### src/rtl/eeg_wram_sched.sv
// eeg_wram_sched: round-robin scheduler that serialises two requesters onto one WRAM configuration port.
// Optional S_RUN timeout watchdog is built when WRAM_SCHED_TIMEOUT_EN is defined.
module eeg_wram_sched #(
    parameter int WRAM_CMD_DW = 6,
    parameter int WRAM_NUM_DW = 4,
    parameter int TMO_CW      = 16
) (
    input  logic                     clk,
    input  logic                     rst,
    input  logic [1:0]               REQ_VLD,
    output logic [1:0]               REQ_RDY,
    input  logic [2*WRAM_CMD_DW-1:0] REQ_CMD,
    input  logic [2*WRAM_NUM_DW-1:0] REQ_IDX,
    output logic [1:0]               DONE_VLD,
    output logic                     DONE_ERR,
    output logic                     CFG_INFO_VLD,
    input  logic                     CFG_INFO_RDY,
    output logic [WRAM_CMD_DW-1:0]   CFG_INFO_CMD,
    output logic [WRAM_NUM_DW-1:0]   CFG_WRAM_IDX,
    input  logic                     WRAM_IS_IDLE,
    input  logic [TMO_CW-1:0]        TMO_LIMIT,
    output logic                     SCHED_IDLE,
    output logic                     TMO_FLAG
);

    typedef enum logic [1:0] {S_IDLE, S_ISSUE, S_RUN, S_RESP} state_t;

    state_t                 r_state;
    state_t                 w_next;
    logic                   r_last;
    logic                   r_owner;
    logic                   r_err;
    logic                   r_run_first;
    logic [WRAM_CMD_DW-1:0] r_cmd;
    logic [WRAM_NUM_DW-1:0] r_idx;

    logic                   w_winner;
    logic                   w_accept;
    logic [WRAM_CMD_DW-1:0] w_sel_cmd;
    logic [WRAM_NUM_DW-1:0] w_sel_idx;
    logic                   w_legal;
    logic                   w_handshake;
    logic                   w_wram_done;
    logic                   w_tmo_hit;
    logic                   w_err_next;

    // On contention the requester that was not served last wins.
    assign w_winner    = (REQ_VLD == 2'b11) ? ~r_last : REQ_VLD[1];
    assign w_accept    = (r_state == S_IDLE) && (REQ_VLD != 2'b00);
    assign w_sel_cmd   = w_winner ? REQ_CMD[2*WRAM_CMD_DW-1:WRAM_CMD_DW] : REQ_CMD[WRAM_CMD_DW-1:0];
    assign w_sel_idx   = w_winner ? REQ_IDX[2*WRAM_NUM_DW-1:WRAM_NUM_DW] : REQ_IDX[WRAM_NUM_DW-1:0];
    assign w_legal     = $onehot(w_sel_cmd) && !w_sel_cmd[0];
    assign w_handshake = (r_state == S_ISSUE) && CFG_INFO_RDY;
    // WRAM_IS_IDLE still reflects the previous command during the first S_RUN cycle.
    assign w_wram_done = (r_state == S_RUN) && !r_run_first && WRAM_IS_IDLE;

`ifdef WRAM_SCHED_TIMEOUT_EN
    logic [TMO_CW-1:0] r_tmo_cnt;
    logic              r_tmo_flag;

    assign w_tmo_hit = (r_state == S_RUN) && (TMO_LIMIT != '0) &&
                       (r_tmo_cnt == TMO_LIMIT - TMO_CW'(1));

    always_ff @(posedge clk or posedge rst) begin
        if (rst) begin
            r_tmo_cnt  <= '0;
            r_tmo_flag <= 1'b0;
        end else begin
            if (w_handshake) begin
                r_tmo_cnt <= '0;
            end else if (r_state == S_RUN) begin
                r_tmo_cnt <= r_tmo_cnt + TMO_CW'(1);
            end
            if (w_tmo_hit && !w_wram_done) begin
                r_tmo_flag <= 1'b1;
            end
        end
    end

    assign TMO_FLAG = r_tmo_flag;
`else
    logic w_unused_tmo;
    assign w_unused_tmo = ^TMO_LIMIT;
    assign w_tmo_hit    = 1'b0;
    assign TMO_FLAG     = 1'b0;
`endif

    always_comb begin
        // NOTE: defaults first so every path assigns every variable and no latch is inferred.
        w_next     = r_state;
        w_err_next = r_err;
        case (r_state)
            S_IDLE: begin
                if (w_accept) begin
                    w_next     = w_legal ? S_ISSUE : S_RESP;
                    w_err_next = !w_legal;
                end
            end
            S_ISSUE: begin
                if (CFG_INFO_RDY) begin
                    w_next = S_RUN;
                end
            end
            S_RUN: begin
                if (w_wram_done) begin
                    w_next     = S_RESP;
                    w_err_next = 1'b0;
                end else if (w_tmo_hit) begin
                    w_next     = S_RESP;
                    w_err_next = 1'b1;
                end
            end
            S_RESP:  w_next = S_IDLE;
            default: w_next = S_IDLE;
        endcase
    end

    always_ff @(posedge clk or posedge rst) begin
        // NOTE: non-blocking assignments keep every register sampling pre-edge values.
        if (rst) begin
            r_state     <= S_IDLE;
            r_last      <= 1'b1;
            r_owner     <= 1'b0;
            r_err       <= 1'b0;
            r_run_first <= 1'b0;
            r_cmd       <= '0;
            r_idx       <= '0;
        end else begin
            r_state     <= w_next;
            r_err       <= w_err_next;
            r_run_first <= w_handshake;
            if (w_accept) begin
                r_owner <= w_winner;
                r_last  <= w_winner;
                r_cmd   <= w_sel_cmd;
                r_idx   <= w_sel_idx;
            end
        end
    end

    // The state register is already S_IDLE under reset; rst masks the grant combinationally.
    assign REQ_RDY      = (w_accept && !rst) ? (w_winner ? 2'b10 : 2'b01) : 2'b00;
    assign SCHED_IDLE   = (r_state == S_IDLE);
    assign CFG_INFO_VLD = (r_state == S_ISSUE);
    assign CFG_INFO_CMD = r_cmd;
    assign CFG_WRAM_IDX = r_idx;
    assign DONE_VLD     = (r_state == S_RESP) ? (r_owner ? 2'b10 : 2'b01) : 2'b00;
    assign DONE_ERR     = (r_state == S_RESP) && r_err;

endmodule
### config.mk
export PLATFORM = sky130hd
export DESIGN_NAME = eeg_wram_sched
export DESIGN_NICKNAME = d
export VERILOG_FILES = /design/src/rtl/eeg_wram_sched.sv
export SDC_FILE = /design/constraint.sdc
export NUM_CORES = 1
export LEC_CHECK = 0
export ABC_AREA = 1
export CAP_MARGIN = 5
export CELL_PAD_IN_SITES_DETAIL_PLACEMENT = 1
export CELL_PAD_IN_SITES_GLOBAL_PLACEMENT = 1
export CORE_ASPECT_RATIO = 1.75
export CORE_MARGIN = 4
export CORE_UTILIZATION = 26
export CTS_CLUSTER_SIZE = 10
export DETAILED_ROUTE_END_ITERATION = 7
export GPL_ROUTABILITY_DRIVEN = 0
export PLACE_DENSITY_LB_ADDON = 0.1
export SYNTH_ARGS = -nofsm -noshare
export SYNTH_HDL_FRONTEND = slang
export SYNTH_SLANG_ARGS = --single-unit
### constraint.sdc
create_clock -name clk -period 4.6 [get_ports clk]
set_clock_uncertainty 0.2 [all_clocks]
set_input_delay 1.15 -clock clk [delete_from_list [all_inputs] [get_ports clk]]
set_output_delay 1.15 -clock clk [all_outputs]
set_load 0.01 [all_outputs]
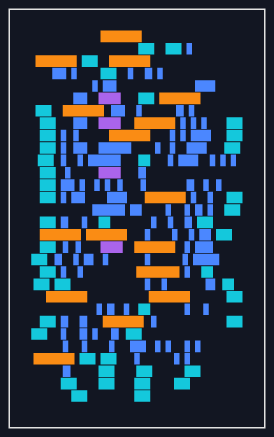
class_map.png
| colour | class | cells | share of their area |
|---|---|---|---|
| blue | remaining logic cells | 109 | 40% |
| purple | clock drivers and dummy loads | 4 | 3.6% |
| cyan | remaining buffers and delay cells | 47 | 30% |
| orange | registers | 16 | 27% |
Util after Layout: 40.68%
Final Cell Area: 1573 um2
Rows: 30

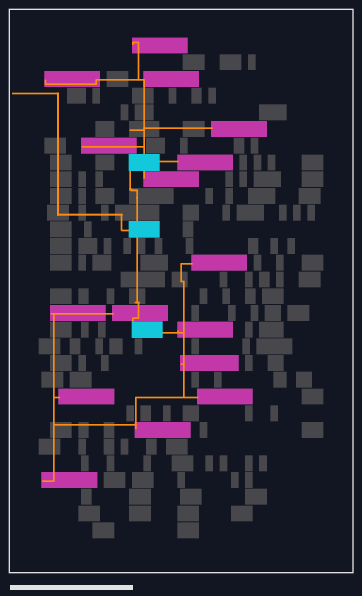
clock_wires.png
The bar under the picture is 20 um long.
[orange] clock wires | length: 241 um
[magenta] flip-flops | count: 16
[cyan] clock-net drivers | count: 3
routed clock nets: 4
Latency at later pin: 0.25 ns
Clk power: 0.125 mW
clock power share: 14.0%

==> flow_metrics.tcl <==
# collected from the flow reports
set metrics [dict create \
    critPathCaptureType "flop" \
    fin_tns_setup_ns 0 \
    hold_viol 0 \
    dpl.hpwl_mm 2.420 \
    path_cells "clkdlybuf4s50_1 -> nand2_2 -> nand2_4 -> nand2_1 -> o21ai_2 -> fa_1 -> fa_1 -> inv_1 -> ha_1 -> fa_1 -> nor3b_1 -> nand3_1 -> nand2_1 -> nand2_1" \
    dr_total_vias 967 \
    fp_util_pct 26.76 \
    arrival_ns 4.21 \
    firstDrtPassIters 4 \
    start_kind "primary input" \
    period_used_pct 92.77 \
    async_reset_ff_share_pct 100.0 \
    cts_tree "yes" \
    io_pins 60 \
    top_area_cell "dfrtp_1" \
    synth-seq-cells 16 \
    cts_buffer_depth 2 \
    area_delta_synth_final_pct 52.00 \
    ctsHoldBuffers 0 \
    outcome "completed" \
    postSynthSeqShare_pct 38.81 \
    grt_pass1_vias 1130 \
    grt_overflow 0 \
    yosys_cells 129 \
    preCtsSetupSlack_ns 0.05310 \
    routed_wl_mm 2.860 \
    p_per_area_nw_per_um2 566.0 \
    die_w_um 55.69 \
    synth.cells.most_frequent "nand2_1 (39), inv_1 (18), dfrtp_1 (15)" \
    rsz0062_at_grt "no" \
    post_cts_buffers 0 \
    post_cts_resized 0 \
    top_cell_area_share_pct 36.28 \
    tightest_slew_ns 0.6446 \
    vias_per_cell 4.317 \
    syn_nets 179 \
    ys_types 23 \
    drt_first_iter_violations 12 \
    synth_warnings 0 \
    critical_path_class "in -> reg" \
    grt_usage_pct 12.52 \
    edf_count 0 \
    slowest_stage "fa_1" \
    max_freq_mhz 234.3 \
    flop_cell "dfrtp_1" \
    warnings 45 \
    cts.clk_slew.worst_paths_ns 0.07 \
    die_h_um 91.46 \
    vdd_ir_drop_max_v 0.0003062 \
    final_layout_size_suffix_gt1_share_pct 13.64 \
    synth_area_um2 1035 \
    min_period_ns 4.267 \
    area_leaders "dfrtp_1 (36%), nand2_1 (14%), o21ai_2 (6.8%), inv_1 (6.5%), ha_1 (6.0%)" \
    swShare_pct 39.38 \
    drc_errors 0 \
    final-setup-viol-count 0 \
    syn_area_per_cell_um2 8.021 \
    port_buffers 42 \
    numCtsBuffers 3 \
    grt_max_degree 18 \
    diodes 0 \
    cts_max_level 1 \
    worst_slack_ns 0.3326 \
    max-slew-margin-rel_pct 56.98 \
    root_buffer "clkbuf_8" \
    grt_antenna_before_repair 0 \
    ys_area_um2 1035 \
    drv_slew 0 \
    most_common_cell "nand2_1" \
    max_cap_viol_count 0 \
    min_path_type "reg -> reg" \
    core-area_um2 3866 \
    critPathRequiredTime_ns 4.54 \
    p_leak_nw 0.7611 \
    synth_cells 129 \
    drtAntennaViolNets 0 \
    seqPwrFrac_pct 28.8 \
    p_sw_mw 0.3506 \
    comb_power_share_pct 57.1 \
    dpl-instance-area_um2 1518 \
    nets 227 \
    worst-path-max-fanout 10 \
    die_area_um2 5093 \
    drt-wirelength-per-cell_um 12.77 \
    grt_pass1_wl_mm 5.112 \
    slowest_delay_ns 0.51 \
    p_int_mw 0.5396 \
]
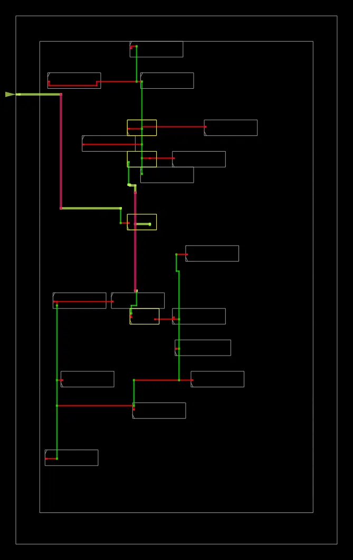
clock_nets.png
number of sequential cells: 16
clk_buf instances: 4
clock sink count: 16

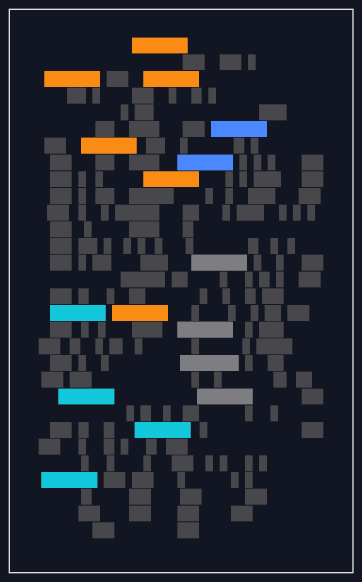
ff_map.png
Other sequential cells in the stronger grey, the rest of the logic in the fainter grey.
| colour | signal | sequential cells |
|---|---|---|
| blue | `r_state` | 2 |
| orange | `CFG_INFO_CMD` | 6 |
| cyan | `CFG_WRAM_IDX` | 4 |
fraction of area in registers: 25.54%
register area: 401.6 um2
P_seq: 0.256 mW

stage by stage:
| step | utilization [%] | std cells | power (mW) | hold WS, ns |
|---|---|---|---|---|
| finish | 40.68 | 224 | 0.8903 | 0.2774 |
| global route | 40.68 | 224 | 0.9873 | 0.2921 |
| CTS | 40.68 | 224 | 0.9139 | 0.2815 |
| detailed placement | 39.26 | 220 | 0.7809 | 0.2689 |
| global placement | 39.26 | 220 | 0.7655 | 0.2665 |
| floorplan | - | 129 | 0.5568 | 0.2492 |
flip-flops by register name (all words and copies together), names as in the netlist:
register and flops:
CFG_INFO_CMD 6, r_state 2, r_last 1, r_owner 1, r_run_first 1, r_err 1
CFG_WRAM_IDX 4
worst paths after layout:
kind / start / end / slack (ns) / cells past startpoint
max: REQ_VLD[0] / r_state[1] / 0.33 / 14
min: r_last / r_last / 0.28 / 2
max reg2reg: r_last / r_state[1] / 1.19 / 13
min reg2reg: r_last / r_last / 0.28 / 2
max in group asynchronous: rst / CFG_INFO_CMD[0] / 2.60 / 2
min in group asynchronous: rst / CFG_WRAM_IDX[1] / 1.18 / 2
cells in the final DEF (no fill, tap or decap), drive strengths merged:
cell type and n:
a31oi 1, buf 5, clkbuf 4, clkdlybuf4s50 42, conb 1, dfrtp 15, dfstp 1, fa 3
ha 5, inv 20, nand2 41, nand3 2, nand3b 1, nor2 12, nor3 1, nor3b 1
o21ai 21
kinds of logic (layout without fill, tap and decap cells):
group	Yosys count	after routing	synth area share, %
AND/OR/NAND/NOR	58	58	23.58
buffers and inverters	24	71	10.64
AND-OR/OR-AND	22	22	14.75
flip-flops	16	16	38.82
adder cells (fa/ha/maj)	8	8	11.85
other	1	1	0.3624
power groups by stage:
stage / sequential (mW) / clock, mW / combinational, mW
floorplan: 0.275 / 0 / 0.282
global placement: 0.258 / 0 / 0.508
detailed placement: 0.261 / 0 / 0.520
CTS: 0.258 / 0.130 / 0.525
global route: 0.268 / 0.139 / 0.580
finish: 0.256 / 0.125 / 0.509
worst max-delay path: cells and delay by family:
kind	cells	cell delay, ns
fa+ha+maj	4	1.59
buf+inv	2	0.53
simple gates	7	0.84
compound gates	1	0.10
cell type report:
cell class / count / area (um2)
Clock buffer: 4 / 55.05
Fill cell: 473 / 2293
Inverter: 20 / 75.07
Multi-Input combinational cell: 89 / 523.0
Sequential cell: 16 / 401.6
Tap cell: 48 / 60.06
Timing Repair Buffer: 47 / 457.9
metal layers:
layer / track usage, % / wire length [um] / share of wire [%]
met3: 1.565 / 120 / 4.2
met5: 0 / 0 / 0
met1: 12.76 / 1066 / 37
met2: 25.00 / 1635 / 57
met4: 4.260 / 36 / 1.3
Power is estimated from default activity; no workload was simulated.
